$ cat src/rtl/weigh_pkg.sv
// Shared widths, FSM encoding and arithmetic helper for the weigh filter datapath.
package weigh_pkg;

  localparam int CH_W  = 8;
  localparam int SUM_W = 10;

  typedef enum logic {
    FILL = 1'b0,
    RUN  = 1'b1
  } state_t;

  function automatic logic [SUM_W-1:0] abs_diff(input logic [SUM_W-1:0] a,
                                                input logic [SUM_W-1:0] b);
    return (a >= b) ? (a - b) : (b - a);
  endfunction

endpackage

$ cat src/rtl/ma_window.sv
// Power-of-two moving-average window: circular buffer plus exact running sum.
// One-cycle latency from sample_vld to avg_vld; accepts a sample every cycle.
module ma_window
  import weigh_pkg::*;
#(
  parameter int LOG2_DEPTH = 3
) (
  input  logic             clk,
  input  logic             rst_n,
  input  logic             sample_vld,
  input  logic [SUM_W-1:0] sample_dat,
  output logic             avg_vld,
  output logic [SUM_W-1:0] avg,
  output logic             full
);

  localparam int DEPTH = 1 << LOG2_DEPTH;
  localparam int RW    = SUM_W + LOG2_DEPTH;

  logic [SUM_W-1:0]      win_mem [DEPTH];
  logic [LOG2_DEPTH-1:0] wptr;
  logic [RW-1:0]         run_sum;

  always_ff @(posedge clk or negedge rst_n) begin
    if (!rst_n) begin
      for (int i = 0; i < DEPTH; i++) win_mem[i] <= '0;
      wptr    <= '0;
      run_sum <= '0;
      full    <= 1'b0;
      avg_vld <= 1'b0;
    end else begin
      avg_vld <= sample_vld;
      if (sample_vld) begin
        // Slot being overwritten leaves the sum as the new sample enters it.
        run_sum       <= run_sum - RW'(win_mem[wptr]) + RW'(sample_dat);
        win_mem[wptr] <= sample_dat;
        wptr          <= wptr + 1'b1;
        if (&wptr) full <= 1'b1;
      end
    end
  end

  assign avg = run_sum[RW-1:LOG2_DEPTH];

endmodule

$ cat src/rtl/weigh_filter.sv
// Sums three load-cell channels, averages, applies tare and settles detection.
// sample_en -> weight_valid in 3 cycles; accepts a strobe every cycle, no backpressure.
module weigh_filter
  import weigh_pkg::*;
#(
  parameter int LOG2_DEPTH = 3,
  parameter int STABLE_TOL = 2,
  parameter int STABLE_CNT = 4
) (
  input  logic             clk_in,
  input  logic             rst_n,
  input  logic             sample_en,
  input  logic [CH_W-1:0]  data_ch1,
  input  logic [CH_W-1:0]  data_ch2,
  input  logic [CH_W-1:0]  data_ch3,
  input  logic             tare_req,
  output logic [SUM_W-1:0] weight,
  output logic             weight_valid,
  output logic             primed,
  output logic             stable
);

  localparam int CNT_W = $clog2(STABLE_CNT + 1);

  logic [SUM_W-1:0] chsum;
  logic             chsum_vld;
  logic             avg_vld;
  logic [SUM_W-1:0] avg;
  logic             win_full;
  logic             upd;
  logic [SUM_W-1:0] prev_avg;
  logic [SUM_W-1:0] offset;
  logic [SUM_W-1:0] delta;
  logic [CNT_W-1:0] steady_cnt;
  logic             tare_pend;
  logic             tare_now;
  state_t           state, state_nxt;

  always_ff @(posedge clk_in or negedge rst_n) begin
    if (!rst_n) begin
      chsum     <= '0;
      chsum_vld <= 1'b0;
    end else begin
      chsum_vld <= sample_en;
      if (sample_en) chsum <= SUM_W'(data_ch1) + SUM_W'(data_ch2) + SUM_W'(data_ch3);
    end
  end

  ma_window #(.LOG2_DEPTH(LOG2_DEPTH)) u_window (
    .clk        (clk_in),
    .rst_n      (rst_n),
    .sample_vld (chsum_vld),
    .sample_dat (chsum),
    .avg_vld    (avg_vld),
    .avg        (avg),
    .full       (win_full)
  );

  // Every update after the window first fills is a primed update.
  assign upd = avg_vld & win_full;

  always_ff @(posedge clk_in or negedge rst_n) begin
    if (!rst_n) state <= FILL;
    else        state <= state_nxt;
  end

  always_comb begin
    state_nxt = state;
    case (state)
      FILL:    if (upd) state_nxt = RUN;
      RUN:     state_nxt = RUN;
      default: state_nxt = FILL;
    endcase
  end

  assign primed   = (state == RUN);
  // The priming update has no history, so it compares against itself.
  assign delta    = abs_diff(avg, (state == FILL) ? avg : prev_avg);
  assign tare_now = tare_pend | tare_req;

  always_ff @(posedge clk_in or negedge rst_n) begin
    if (!rst_n) begin
      weight       <= '0;
      weight_valid <= 1'b0;
      prev_avg     <= '0;
      offset       <= '0;
      steady_cnt   <= '0;
      tare_pend    <= 1'b0;
    end else begin
      weight_valid <= upd;
      if (upd) begin
        prev_avg <= avg;
        if (delta <= SUM_W'(STABLE_TOL)) begin
          if (steady_cnt != CNT_W'(STABLE_CNT)) steady_cnt <= steady_cnt + 1'b1;
        end else begin
          steady_cnt <= '0;
        end
        if (tare_now) begin
          offset    <= avg;
          weight    <= '0;
          tare_pend <= 1'b0;
        end else begin
          weight <= (avg >= offset) ? (avg - offset) : '0;
        end
      end else if (tare_req) begin
        tare_pend <= 1'b1;
      end
    end
  end

  assign stable = (steady_cnt == CNT_W'(STABLE_CNT));

endmodule

$ cat config.mk
export PLATFORM = sky130hd
export DESIGN_NAME = weigh_filter
export DESIGN_NICKNAME = d
export VERILOG_FILES = /design/src/rtl/weigh_pkg.sv /design/src/rtl/ma_window.sv /design/src/rtl/weigh_filter.sv
export SDC_FILE = /design/constraint.sdc
export NUM_CORES = 1
export LEC_CHECK = 0
export CAP_MARGIN = 25
export CORE_ASPECT_RATIO = 0.75
export CORE_MARGIN = 3
export CORE_UTILIZATION = 60
export CTS_BUF_LIST = sky130_fd_sc_hd__clkbuf_8
export CTS_CLUSTER_DIAMETER = 60
export DETAILED_ROUTE_END_ITERATION = 12
export PLACE_DENSITY = 0.79
export SKIP_CTS_REPAIR_TIMING = 1
export SYNTH_ARGS = -nofsm -noshare
export SYNTH_HDL_FRONTEND = slang
export SYNTH_SLANG_ARGS = --single-unit
$ cat constraint.sdc
create_clock -name clk_in -period 4.9 [get_ports clk_in]
set_clock_uncertainty 0.1 [all_clocks]
set_input_delay 0.98 -clock clk_in [delete_from_list [all_inputs] [get_ports clk_in]]
set_output_delay 0.98 -clock clk_in [all_outputs]
set_load 0.02 [all_outputs]
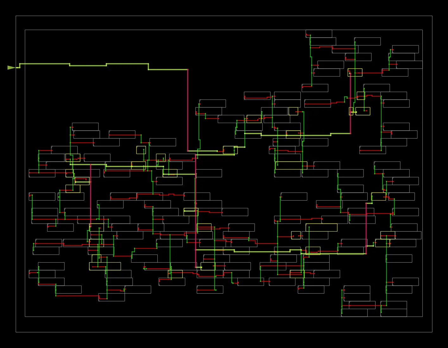
(images/final_clocks.png)
number of clock sinks: 145
Inserted Clock Buffers: 17
Layout clock buffers: 21

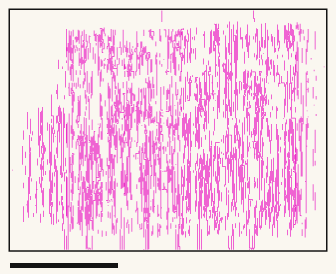
(images/met2.png)
Bar = 50 um.
longest straight run	43.2 um
nets with wire on the layer	837
wire length on this layer	9,160 um
share of all routed wire	46%

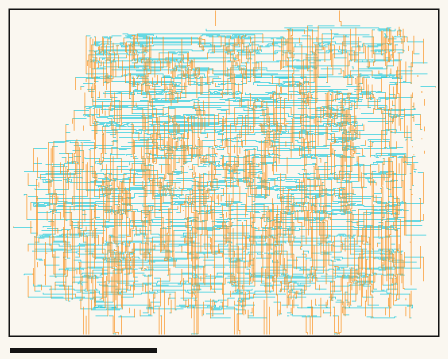
(images/metal_stack.png)
Bar = 50 um. Only two layers are drawn.
color	layer	wire length
cyan	met1	9,530 um
orange	met2	9,160 um

==> summary.txt <==
Numbers from the implementation run.

The run finished with clean final reports. The Yosys step of the flow raised 0 warnings. The flop count is roughly 150.

Before any placement, the netlist area is recorded as 0.00882 mm2. The top-area cell type share of the netlist area is between 40 and 50%. The number of placed instances, taps included, is between 1,000 and 1,500. The clock transition at the registers of the reported paths is about 0.08 ns. Global routing used approximately 5.4% of the available met3 tracks. The final core utilization is between 70% and 80%. The category of the worst setup path launch point is a register. The flow inserted about 200 tap cells. The clock network takes up 4.49% of total cell area after layout.

The number of antenna violations at the first check in global routing is 0. The number of distinct library cells after synthesis is just under 70. The most frequently placed logic cell in the final layout is sky130_fd_sc_hd__dfrtp_1. After detailed routing, the number of remaining DRC violations is 0. In the synthesized netlist, the dominant kind of combinational cell is AND-OR/OR-AND gates. The critical path goes through buf_4, mux4_2, mux2_2, fa_1, inv_1, ha_1, o21ai_0, a21oi_1, o211ai_1, a21oi_1, nor2_1, a21oi_1, mux2i_1, xor2_1.

The length in cells of the worst reg-to-reg path is 14. The number of flip-flops in the largest register is 80. Of all the cell area in the finished design, non-clock buffers hold 5.38%.

The synthesized netlist devotes 11.0% of its cell area to simple gates. Per the synthesis report, the AND-OR/OR-AND share of the synthesized area is about 14%.

The setup check on the worst reg-to-reg path leaves a slack of between 0.6 and 0.7 ns. The final timing report gives a worst setup slack of slightly above 0.6 ns. The final-layout fill cell count is roughly 1,000. The synthesized instance count is 861.

Global routing used 25.7% of the available tracks across all layers. The floorplan core density is approximately 63%. The number of buffers on the longest clock path is 2. The root buffer cell is sky130_fd_sc_hd__clkbuf_8.

The number of I/O pins is between 40 and 50. The wire-length estimate of the detail-placed layout is 14.2 mm. The number of non-filler instances in the completed layout is 1,101.

Measured against its own limit, the worst slew margin works out to 37.3%. The area growth from synthesis to layout is 11.5%. The core region is ~0.014 mm2.

The async set-or-reset flop fraction in the synthesized netlist is 100%. The buffers plus inverters on the worst setup path is 2. Signal nets in the final route climb as high as met4. The largest registers in the layout are u_window.win_mem (80), u_window.run_sum (13). The post-route netlist has about 15% of its cells at a drive strength greater than 1. The cell that appears most often on the critical path is sky130_fd_sc_hd__a21oi_1. The net count after synthesis is 963. The area taken by multi-input logic gates is approximately 0.0047 mm2. The minimum clock period after layout is roughly 4.3 ns.

Per STA, the endpoint of the critical path is u_window.run_sum[12]$_DFFE_PN0P_. After layout, the inverter instance count without clock inverters stands at around 85. Of the synthesized area, sequential elements account for roughly 41%. In the setup report, the worst path falls into the class register to register. The total number of H-tree levels is 4. The area occupied by registers is 0.00363 mm2. Dividing the synthesized area by the synthesized cell count gives about 10 um2. The net count of the finished layout is between 900 and 1,000. Setup repair after global routing left no endpoint under its margin. In this build the clock could be raised as far as approximately 0.23 GHz.

The largest net degree at the start of global routing is 78. The endpoint of the worst hold path is reported as u_window.win_mem[48]$_DFFE_PN0P_. The largest stage delay on the critical path is 0.56 ns. Once iteration 0 of detailed routing completed, the report listed ~650 DRC markers. In the detailed route, the total length drawn on met3 is approximately 1.1 mm. The OpenROAD warning count is 36.

The actual transition at the worst max-transition pin is 0.935 ns. The cell with the most instances after synthesis is sky130_fd_sc_hd__dfrtp_1. Per the layout area report, the sequential fraction of cell area is between 30% and 40%. The vertical die dimension reported for this design is around 110 um. The smallest hold slack is 0.382 ns. The most area-hungry cell class in the final design is multi-input combinational cells. The number of flip-flops and latches in the synthesized netlist is around 150. The instance area at placement is 0.00934 mm2. The first-pass GRT wire length is 33.4 mm. Dividing the detail-routed via count by the number of cells gives around 5.9. RePlAce ended its routability-driven mode at a weighted congestion of between 0.9 and 1. The detailed router put a total of between 9 and 10 mm of wire on met1.
